<file path="config.mk">
export PLATFORM = sky130hd
export DESIGN_NAME = sys_clk_rst_ctrl
export DESIGN_NICKNAME = d
export VERILOG_FILES = /design/src/rtl/sys_clk_pkg.sv /design/src/rtl/sync_2ff.sv /design/src/rtl/sys_clk_rst_ctrl.sv
export SDC_FILE = /design/constraint.sdc
export NUM_CORES = 1
export LEC_CHECK = 0
export CAP_MARGIN = 20
export CELL_PAD_IN_SITES_DETAIL_PLACEMENT = 1
export CELL_PAD_IN_SITES_GLOBAL_PLACEMENT = 1
export CORE_MARGIN = 5
export CORE_UTILIZATION = 30
export CTS_CLUSTER_DIAMETER = 30
export DETAILED_ROUTE_END_ITERATION = 8
export GPL_TIMING_DRIVEN = 0
export PLACE_DENSITY_LB_ADDON = 0.12
export RECOVER_POWER = 25
export SLEW_MARGIN = 20
export SYNTH_ARGS = -nofsm -noshare
export SYNTH_HDL_FRONTEND = slang
export SYNTH_SLANG_ARGS = --single-unit
</file>
<file path="constraint.sdc">
create_clock -name clk_i -period 3.4 [get_ports clk_i]
set_input_delay 0.68 -clock clk_i [delete_from_list [all_inputs] [get_ports clk_i]]
set_output_delay 0.68 -clock clk_i [all_outputs]
set_load 0.02 [all_outputs]
</file>
<file path="src/rtl/sys_clk_pkg.sv">
// Shared constants for the MMCM clock/reset sequencer: state encoding,
// counter widths and default timing parameters.
package sys_clk_pkg;

   localparam int CNT_W   = 16;
   localparam int RETRY_W = 8;

   localparam int DEF_RST_CYCLES    = 16;
   localparam int DEF_LOCK_TIMEOUT  = 65535;
   localparam int DEF_STABLE_CYCLES = 256;

   typedef enum logic [1:0] {
      ST_MMCM_RST  = 2'd0,
      ST_WAIT_LOCK = 2'd1,
      ST_STABLE    = 2'd2,
      ST_RUN       = 2'd3
   } state_t;

   // Increment that sticks at all-ones instead of wrapping.
   function automatic logic [RETRY_W-1:0] sat_inc(input logic [RETRY_W-1:0] v);
      return (v == {RETRY_W{1'b1}}) ? v : v + 1'b1;
   endfunction

endpackage

</file>
<file path="src/rtl/sync_2ff.sv">
// Two-flop synchronizer for a single asynchronous level signal.
// Both flops clear to 0 under the synchronous active-low reset.
module sync_2ff (
   input  logic clk_i,
   input  logic rst_n_i,
   input  logic d_i,
   output logic q_o
);

   logic r_meta;
   logic r_sync;

   always_ff @(posedge clk_i) begin
      if (!rst_n_i) begin
         r_meta <= 1'b0;
         r_sync <= 1'b0;
      end else begin
         r_meta <= d_i;
         r_sync <= r_meta;
      end
   end

   assign q_o = r_sync;

endmodule

</file>
<file path="src/rtl/sys_clk_rst_ctrl.sv">
// MMCM bring-up sequencer: pulses the MMCM reset, waits for a stable lock,
// then releases the system reset; re-pulses on timeout, lock loss or request.
module sys_clk_rst_ctrl
   import sys_clk_pkg::*;
#(
   parameter int RST_CYCLES    = DEF_RST_CYCLES,
   parameter int LOCK_TIMEOUT  = DEF_LOCK_TIMEOUT,
   parameter int STABLE_CYCLES = DEF_STABLE_CYCLES
) (
   input  logic               clk_i,
   input  logic               rst_n_i,
   input  logic               locked_i,
   input  logic               req_rst_i,
   output logic               mmcm_rst_o,
   output logic               sys_rst_n_o,
   output logic               ready_o,
   output logic [RETRY_W-1:0] retry_cnt_o
);

   localparam logic [CNT_W-1:0] C_RST    = CNT_W'(RST_CYCLES);
   localparam logic [CNT_W-1:0] C_LOCK   = CNT_W'(LOCK_TIMEOUT);
   localparam logic [CNT_W-1:0] C_STABLE = CNT_W'(STABLE_CYCLES);

   logic               w_locked_s;
   state_t             r_state;
   logic [CNT_W-1:0]   r_cnt;
   logic [RETRY_W-1:0] r_retry;
   logic               r_mmcm_rst;
   logic               r_ready;

   sync_2ff u_lock_sync (
      .clk_i   (clk_i),
      .rst_n_i (rst_n_i),
      .d_i     (locked_i),
      .q_o     (w_locked_s)
   );

   always_ff @(posedge clk_i) begin
      if (!rst_n_i) begin
         r_state    <= ST_MMCM_RST;
         r_cnt      <= C_RST;
         r_retry    <= '0;
         r_mmcm_rst <= 1'b1;
         r_ready    <= 1'b0;
      end else begin
         r_mmcm_rst <= 1'b0;
         r_ready    <= 1'b0;
         if (req_rst_i) begin
            r_state    <= ST_MMCM_RST;
            r_cnt      <= C_RST;
            r_mmcm_rst <= 1'b1;
         end else begin
            case (r_state)
               ST_MMCM_RST: begin
                  if (r_cnt <= 16'd1) begin
                     r_state <= ST_WAIT_LOCK;
                     r_cnt   <= C_LOCK;
                  end else begin
                     r_cnt      <= r_cnt - 1'b1;
                     r_mmcm_rst <= 1'b1;
                  end
               end
               ST_WAIT_LOCK: begin
                  if (w_locked_s) begin
                     r_state <= ST_STABLE;
                     r_cnt   <= C_STABLE;
                  end else if (r_cnt <= 16'd1) begin
                     r_state    <= ST_MMCM_RST;
                     r_cnt      <= C_RST;
                     r_mmcm_rst <= 1'b1;
                     r_retry    <= sat_inc(r_retry);
                  end else begin
                     r_cnt <= r_cnt - 1'b1;
                  end
               end
               ST_STABLE: begin
                  // The lock-detect cycle in WAIT_LOCK is the first of the
                  // consecutive locked cycles, hence the exit at count 2.
                  if (!w_locked_s) begin
                     r_state <= ST_WAIT_LOCK;
                     r_cnt   <= C_LOCK;
                  end else if (r_cnt <= 16'd2) begin
                     r_state <= ST_RUN;
                  end else begin
                     r_cnt <= r_cnt - 1'b1;
                  end
               end
               ST_RUN: begin
                  if (!w_locked_s) begin
                     r_state    <= ST_MMCM_RST;
                     r_cnt      <= C_RST;
                     r_mmcm_rst <= 1'b1;
                     r_retry    <= sat_inc(r_retry);
                  end else begin
                     r_ready <= 1'b1;
                  end
               end
               default: begin
                  r_state    <= ST_MMCM_RST;
                  r_cnt      <= C_RST;
                  r_mmcm_rst <= 1'b1;
               end
            endcase
         end
      end
   end

   assign mmcm_rst_o  = r_mmcm_rst;
   assign sys_rst_n_o = r_ready;
   assign ready_o     = r_ready;
   assign retry_cnt_o = r_retry;

endmodule

</file>
Figure 1. Selected gate families.
Scale: 4 px per µm.
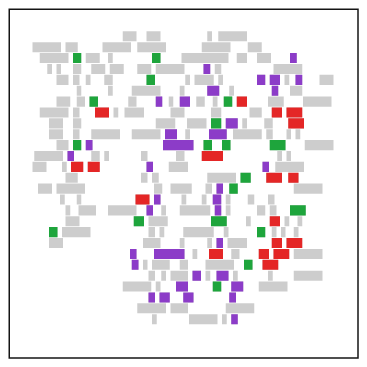
purple -> inverting AOI/OAI gates  # cells 35, most used a21oi_1
green -> AND and OR gates  # cells 19, most used and3_1
red -> AND-OR and OR-AND gates  # cells 18, most used o21a_1
Commonest Layout Cell: dfxtp_1
combinational share of cell area: 0.509

Figure 2. Placed cells, one colour a class.
Scale: 4 px per µm. Fill, decap, tap and diode cells in grey.
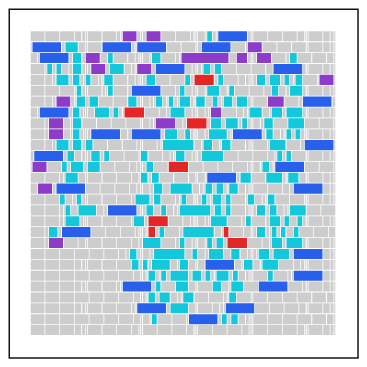
cyan -> all other logic  # cells 164, share of their area 55%
red -> clock drivers and dummy loads  # cells 8, share of their area 4.6%
blue -> flops  # cells 30, share of their area 30%
purple -> other buffers and delay cells  # cells 19, share of their area 11%
core area: 5820 µm²
Rows: 28
Layout Utilization: 0.360
Final Cell Area: 2100 µm²

==> results.json <==
{
  "slew_headroom": 0.441,
  "p_switching_w": 0.000256,
  "track_usage": 0.140,
  "p_comb_frac": 0.199,
  "power_w": 0.000857,
  "fin_worst_skew_ns": 0.00664,
  "layout_setup_ws_ns": 0.842,
  "synthesis.area_um2": 1770,
  "period_minus_slack_ns": 2.56,
  "hold_path_class": "flop to flop",
  "ys.warnings.count": 0,
  "tool_warnings": 28,
  "ff_type": "dfxtp_1",
  "critPathArrivalTime_ns": 2.73,
  "drtPass1Iterations": 4,
  "critPathMaxStageDelay_ns": 0.70,
  "io_buffers": 14,
  "finalSetupViolations": 0,
  "final_cells": 296,
  "cts_buffer_depth": 2,
  "pg_seq_w": 0.000381,
  "cts_tree": "done",
  "placed_area_um2": 2000,
  "numClockSinks": 30,
  "path_cells": "dlygate4sd3_1 -> clkinv_1 -> nor2_1 -> nand2_1 -> o32a_1",
  "critPathRequiredTime_ns": 3.57,
  "slew_violations": 0,
  "die_w_um": 86.8,
  "synth_nets": 207,
  "pg_clk_w": 0.000305,
  "final.setup.tns_ns": 0,
  "route.detailed.drc": 0,
  "clock_latency_ns": 0.28,
  "grt_setup_unrepaired": "false",
  "status": "complete, no violations",
  "chipArea_um2": 7540,
  "syn_inst": 199,
  "drt_iter0_drc": 60,
  "avgSynthCellArea_um2": 8.90,
  "seqPwrFrac": 0.445
}
Figure 3. Cell sizes after repair.
Scale: 4 px per µm.
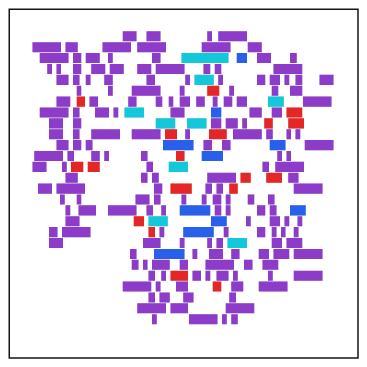
purple -> drive 1 or less  # cells 184
blue -> drive 3 to 4  # cells 10
red -> drive 2  # cells 18
cyan -> drive 6 and up  # cells 9

-- final cells by class --
class	instances	area, µm²
clock inverters	1	5.00
clock buffers	7	86.3
multi-input cells	156	1070
inverters	8	30.0
repair buffers	14	140
flip-flops and latches	30	601
well taps	75	93.8
plain buffers	5	72.6
fillers	725	3720
-- cells in the mapped netlist (4+ instances only) --
cell type | instances | area (µm²)
and2_1 | 4 | 25.0
inv_1 | 7 | 26.3
xnor2_1 | 6 | 52.6
and3_1 | 5 | 31.3
nand3_1 | 6 | 30.0
o21a_1 | 5 | 37.5
ha_1 | 4 | 50.1
a21oi_1 | 14 | 70.1
nand2_1 | 24 | 90.1
dfxtp_1 | 30 | 601
o211ai_1 | 4 | 30.0
nand2b_1 | 5 | 31.3
nor2_1 | 17 | 63.8
o21ai_0 | 5 | 25.0
nor3_1 | 7 | 35.0
-- cells by family after synthesis --
family | synth area share
compound gates | 0.241
mux | 0.0170
fa+ha+maj | 0.0283
simple gates | 0.287
buf+inv | 0.0579
flops | 0.339
xor+xnor | 0.0297
-- final timing paths --
| path | startpoint | to |
|---|---|---|
| max | rst_n_i | r_cnt[4] |
| min | u_lock_sync.r_meta | u_lock_sync.q_o |
| max reg2reg | r_cnt[1] | r_cnt[12] |
| min reg2reg | u_lock_sync.r_meta | u_lock_sync.q_o |
-- registers in the layout, indices dropped and copies added (netlist names) --
name	flops
mmcm_rst_o	1
r_cnt	16
r_state	2
ready_o	1
retry_cnt_o	8
u_lock_sync.q_o	1
u_lock_sync.r_meta	1
-- routing by layer --
layer	vias up	part of all wire	GRT usage	routed length (µm)
met5	-	0	0	0
met4	0	0.023	0.0538	112
met3	9	0.021	0.0266	103
met2	19	0.50	0.248	2460
met1	788	0.45	0.165	2230
li1	773	-	-	-
